**src/rtl/seg_pkg.sv**
```systemverilog
// Shared types, segment patterns and BCD decode for the seven-segment scan controller.
package seg_pkg;

  typedef enum logic {
    SCAN  = 1'b0,
    GUARD = 1'b1
  } state_t;

  // Active-low patterns, index 0 = segment a ... index 6 = segment g.
  localparam logic [0:6] SEG_0     = 7'b0000001;
  localparam logic [0:6] SEG_1     = 7'b1001111;
  localparam logic [0:6] SEG_2     = 7'b0010010;
  localparam logic [0:6] SEG_3     = 7'b0000110;
  localparam logic [0:6] SEG_4     = 7'b1001100;
  localparam logic [0:6] SEG_5     = 7'b0100100;
  localparam logic [0:6] SEG_6     = 7'b0100000;
  localparam logic [0:6] SEG_7     = 7'b0001101;
  localparam logic [0:6] SEG_8     = 7'b0000000;
  localparam logic [0:6] SEG_9     = 7'b0000100;
  localparam logic [0:6] SEG_BLANK = 7'b1111111;

  function automatic logic [0:6] seg_decode(input logic [3:0] bcd);
    logic [0:6] seg;
    case (bcd)
      4'd0:    seg = SEG_0;
      4'd1:    seg = SEG_1;
      4'd2:    seg = SEG_2;
      4'd3:    seg = SEG_3;
      4'd4:    seg = SEG_4;
      4'd5:    seg = SEG_5;
      4'd6:    seg = SEG_6;
      4'd7:    seg = SEG_7;
      4'd8:    seg = SEG_8;
      4'd9:    seg = SEG_9;
      default: seg = SEG_BLANK;
    endcase
    return seg;
  endfunction

endpackage

```
**src/rtl/seg_scan_ctrl_if.sv**
```systemverilog
// Frame update channel into the scan controller.
// Handshake: a frame moves on any rising clk edge where upd_valid && upd_ready are both 1;
// upd_data is only meaningful on such an edge, and upd_ready never depends on upd_valid.
interface seg_scan_ctrl_if #(
  parameter int NUM_DIGITS = 4
);
  logic                    upd_valid;
  logic                    upd_ready;
  logic [4*NUM_DIGITS-1:0] upd_data;

  modport master (output upd_valid, output upd_data, input upd_ready);
  modport slave  (input upd_valid, input upd_data, output upd_ready);
endinterface

```
**src/rtl/seg_decoder.sv**
```systemverilog
// Combinational BCD digit to active-low segment pattern; codes 10..15 come out dark.
module seg_decoder
  import seg_pkg::*;
(
  input  logic [3:0] bcd,
  output logic [0:6] seg
);
  assign seg = seg_decode(bcd);
endmodule

```
**src/rtl/seg_scan_ctrl.sv**
```systemverilog
// Multiplexed seven-segment scan controller with double-buffered BCD frame input.
// Optional leading-zero suppression is built when SEG_LZ_SUPPRESS_EN is defined.
module seg_scan_ctrl
  import seg_pkg::*;
#(
  parameter int NUM_DIGITS = 4,
  parameter int SCAN_DIV   = 50000,
  parameter int GUARD_CYC  = 2
) (
  input  logic                          clk,
  input  logic                          reset,
  seg_scan_ctrl_if.slave                upd,
  input  logic                          blank,
  output logic [0:6]                    led,
  output logic [NUM_DIGITS-1:0]         an,
  output logic [$clog2(NUM_DIGITS)-1:0] scan_idx,
  output logic                          frame_done,
  output state_t                        state
);

  localparam int IW = $clog2(NUM_DIGITS);
  localparam int CW = $clog2(SCAN_DIV + GUARD_CYC + 1);
  localparam logic [CW-1:0]         SCAN_LAST  = CW'(SCAN_DIV - 1);
  localparam logic [CW-1:0]         GUARD_LAST = CW'(GUARD_CYC - 1);
  localparam logic [IW-1:0]         LAST_IDX   = IW'(NUM_DIGITS - 1);
  localparam logic [NUM_DIGITS-1:0] ONE_HOT    = NUM_DIGITS'(1);

  state_t                  state_nxt;
  logic [CW-1:0]           cnt, cnt_nxt;
  logic [IW-1:0]           idx_nxt;
  logic                    advance, wrap;
  logic                    ready_en, pending, xfer;
  logic [4*NUM_DIGITS-1:0] shadow, active;
  logic [3:0]              cur_digit;
  logic [0:6]              cur_seg;
  logic                    suppress;

  always_ff @(posedge clk or negedge reset) begin
    if (!reset) begin
      state    <= SCAN;
      cnt      <= '0;
      scan_idx <= '0;
    end else begin
      state    <= state_nxt;
      cnt      <= cnt_nxt;
      scan_idx <= idx_nxt;
    end
  end

  always_comb begin
    state_nxt = state;
    cnt_nxt   = cnt + 1'b1;
    idx_nxt   = scan_idx;
    advance   = 1'b0;
    case (state)
      SCAN: begin
        if (cnt == SCAN_LAST) begin
          cnt_nxt = '0;
          if (GUARD_CYC == 0) advance = 1'b1;
          else                state_nxt = GUARD;
        end
      end
      GUARD: begin
        if (cnt == GUARD_LAST) advance = 1'b1;
      end
      default: state_nxt = SCAN;
    endcase
    if (advance) begin
      state_nxt = SCAN;
      cnt_nxt   = '0;
      idx_nxt   = (scan_idx == LAST_IDX) ? '0 : scan_idx + 1'b1;
    end
  end

  assign wrap       = advance && (scan_idx == LAST_IDX);
  assign frame_done = wrap;

  // Ready is held low while reset is asserted and comes up on the first edge after release.
  always_ff @(posedge clk or negedge reset) begin
    if (!reset) ready_en <= 1'b0;
    else        ready_en <= 1'b1;
  end

  assign upd.upd_ready = ready_en && !pending;
  assign xfer          = upd.upd_valid && upd.upd_ready;

  // Active only changes at the wrap, so a frame is never shown half old, half new.
  always_ff @(posedge clk or negedge reset) begin
    if (!reset) begin
      shadow  <= '0;
      active  <= '0;
      pending <= 1'b0;
    end else if (wrap && pending) begin
      active  <= shadow;
      pending <= 1'b0;
    end else if (xfer) begin
      shadow  <= upd.upd_data;
      pending <= 1'b1;
    end
  end

  assign cur_digit = active[4*scan_idx +: 4];

  seg_decoder u_dec (
    .bcd (cur_digit),
    .seg (cur_seg)
  );

`ifdef SEG_LZ_SUPPRESS_EN
  // Walk down from the top digit; the run of zeros above the first non-zero digit goes dark.
  always_comb begin
    logic upper_zero;
    upper_zero = 1'b1;
    suppress   = 1'b0;
    for (int i = NUM_DIGITS - 1; i > 0; i--) begin
      upper_zero = upper_zero && (active[4*i +: 4] == 4'd0);
      if ((scan_idx == IW'(i)) && upper_zero) suppress = 1'b1;
    end
  end
`else
  assign suppress = 1'b0;
`endif

  always_ff @(posedge clk or negedge reset) begin
    if (!reset) begin
      an  <= '1;
      led <= SEG_BLANK;
    end else if (state == GUARD || blank) begin
      an  <= '1;
      led <= SEG_BLANK;
    end else begin
      an  <= ~(ONE_HOT << scan_idx);
      led <= suppress ? SEG_BLANK : cur_seg;
    end
  end

endmodule

```
**src/flat_wrapper.sv**
```systemverilog
// flat-port wrapper written by rule: the top's interface ports become plain ports
module seg_scan_ctrl_flat import seg_pkg::*;
#(
  parameter int NUM_DIGITS = 4,
  parameter int SCAN_DIV   = 50000,
  parameter int GUARD_CYC  = 2
)
  (clk, reset, blank, led, an, scan_idx, frame_done, state, upd_upd_valid, upd_upd_data, upd_upd_ready);
  seg_scan_ctrl_if #(.NUM_DIGITS(NUM_DIGITS)) upd_i ();
  input  logic clk;
  input  logic reset;
  input  logic blank;
  output logic [0:6] led;
  output logic [NUM_DIGITS-1:0] an;
  output logic [$clog2(NUM_DIGITS)-1:0] scan_idx;
  output logic frame_done;
  output state_t state;
  input wire logic [$bits(upd_i.upd_valid)-1:0] upd_upd_valid;
  input wire logic [$bits(upd_i.upd_data)-1:0] upd_upd_data;
  output wire logic [$bits(upd_i.upd_ready)-1:0] upd_upd_ready;
  assign upd_i.upd_valid = upd_upd_valid;
  assign upd_i.upd_data = upd_upd_data;
  assign upd_upd_ready = upd_i.upd_ready;
  seg_scan_ctrl #(.NUM_DIGITS(NUM_DIGITS), .SCAN_DIV(SCAN_DIV), .GUARD_CYC(GUARD_CYC)) u_core (.clk(clk), .reset(reset), .upd(upd_i), .blank(blank), .led(led), .an(an), .scan_idx(scan_idx), .frame_done(frame_done), .state(state));
endmodule
```
**config.mk**
```make
export PLATFORM = sky130hd
export DESIGN_NAME = seg_scan_ctrl_flat
export DESIGN_NICKNAME = d
export VERILOG_FILES = /design/src/rtl/seg_pkg.sv /design/src/rtl/seg_scan_ctrl_if.sv /design/src/rtl/seg_decoder.sv /design/src/rtl/seg_scan_ctrl.sv /design/src/flat_wrapper.sv
export SDC_FILE = /design/constraint.sdc
export NUM_CORES = 1
export LEC_CHECK = 0
export CAP_MARGIN = 0
export CORE_ASPECT_RATIO = 0.5
export CORE_MARGIN = 1
export CORE_UTILIZATION = 50
export DETAILED_ROUTE_END_ITERATION = 8
export GPL_TIMING_DRIVEN = 0
export PLACE_DENSITY = 0.71
export SYNTH_ARGS = -nofsm -noshare
export SYNTH_HDL_FRONTEND = slang
export SYNTH_SLANG_ARGS = --single-unit
```
**constraint.sdc**
```tcl
create_clock -name clk -period 2.6 [get_ports clk]
set_input_delay 0.39 -clock clk [delete_from_list [all_inputs] [get_ports clk]]
set_output_delay 0.39 -clock clk [all_outputs]
set_load 0.02 [all_outputs]
```
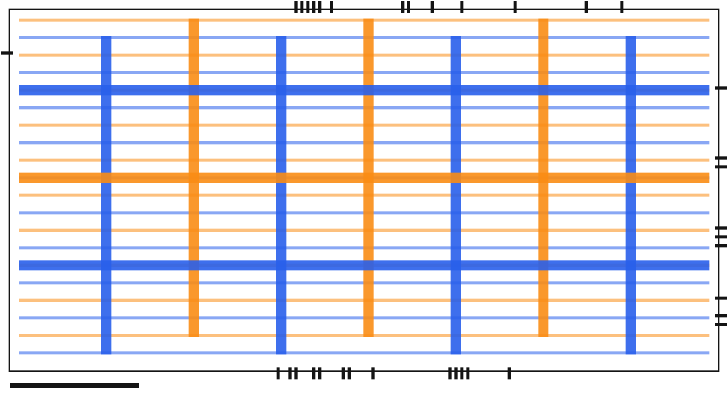
floorplan.png
Scale bar: 20 um. Pins as bars on the die edge.
[blue] VSS
[orange] VDD
met4 straps: 7
rows: 19

==> impl_metrics.tcl <==
# yosys + openroad results
set metrics [dict create \
    area_delta_synth_final_pct 27.9 \
    maxSlewViolCount 0 \
    top_area_cell "dfrtp_1" \
    synth_top_flop_cell "dfrtp_1" \
    portBuffers 35 \
    diodes 0 \
    p_leak_nw 1.74 \
    yosys_register_bits 64 \
    yosys.area_share.aoi 0.0266 \
    crit_type "flip-flop to primary output" \
    critPathArrivalTime_ns 2.18 \
    cts_tree "done" \
    tightest_slew_ns 0.597 \
    largest_registers "u_core.active (16), u_core.cnt (16), u_core.shadow (16)" \
    grt_pass1_wl_mm 8.65 \
    grt_pass1_vias 1784 \
    grt_setup_unrepaired "true" \
    ys_top_logic_family "multiplexers" \
    adder_share 0.0473 \
    wl_met1_mm 2.34 \
    regArea_um2 1620 \
    core_util_floorplan 0.526 \
    dpl_cell_area_um2 3400 \
    drt-total-wl_mm 5.03 \
    drive_gt1_frac 0.295 \
    wl_per_cell_um 14.3 \
    p_sw_frac 0.201 \
    synthTopCellsByArea "dfrtp_1, dfstp_2, mux2_2" \
    openroad.warnings 35 \
    start_kind "flip-flop" \
    status "finished, final reports clean" \
    p_total_mw 2.18 \
    simple_gate_area_frac 0.116 \
    cts.clk_slew.worst_paths_ns 0.05 \
    taps 73 \
    hold_path_class "input port to asynchronous set/reset pin" \
    via_per_inst 5.11 \
    grt-ovfl-total 0 \
    intPower_mw 1.74 \
    seqPwrFrac 0.462 \
    ios 36 \
    syn_inst 222 \
    reg2reg_depth 8 \
    grt.total_usage 0.197 \
    finalHoldViolations 0 \
    worstPathCellList "or4_4 > or4_4 > nor3_4 > buf_6" \
    hold_ws_ns 0.402 \
]
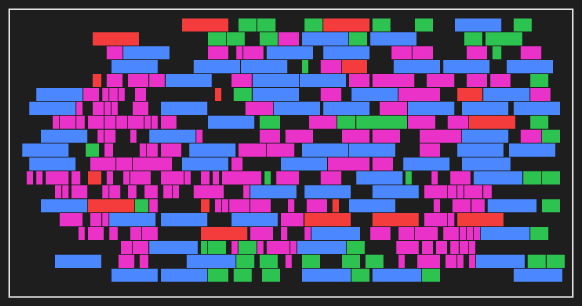
class_map.png
[blue] registers | cells: 64 | share of their area: 45%
[magenta] remaining logic cells | cells: 153 | share of their area: 36%
[red] clock drivers and dummy loads | cells: 16 | share of their area: 7.6%
[green] remaining buffers and delay cells | cells: 45 | share of their area: 12%

[layout by cell type (no fill, tap or decap), types with 2 or more instances in the layout]
cell,Yosys,layout
dfrtp_1,53,52
nand3_1,5,5
clkbuf_8,0,2
or4_4,0,3
buf_4,0,2
nand2_1,16,16
inv_1,13,13
nor2_1,16,16
xor2_1,7,7
a21oi_1,2,2
mux4_2,4,4
nor2b_1,3,3
and3_1,2,2
clkdlybuf4s50_1,0,33
mux2_4,10,10
buf_6,1,2
or3_1,2,2
clkbuf_1,4,6
clkinv_2,0,2
mux2i_1,2,2
nor4_1,2,2
xnor2_1,7,7
o21ai_0,6,6
mux2_2,25,25
dfstp_2,11,11
clkbuf_16,0,9
ha_1,11,11
nand4_1,3,3
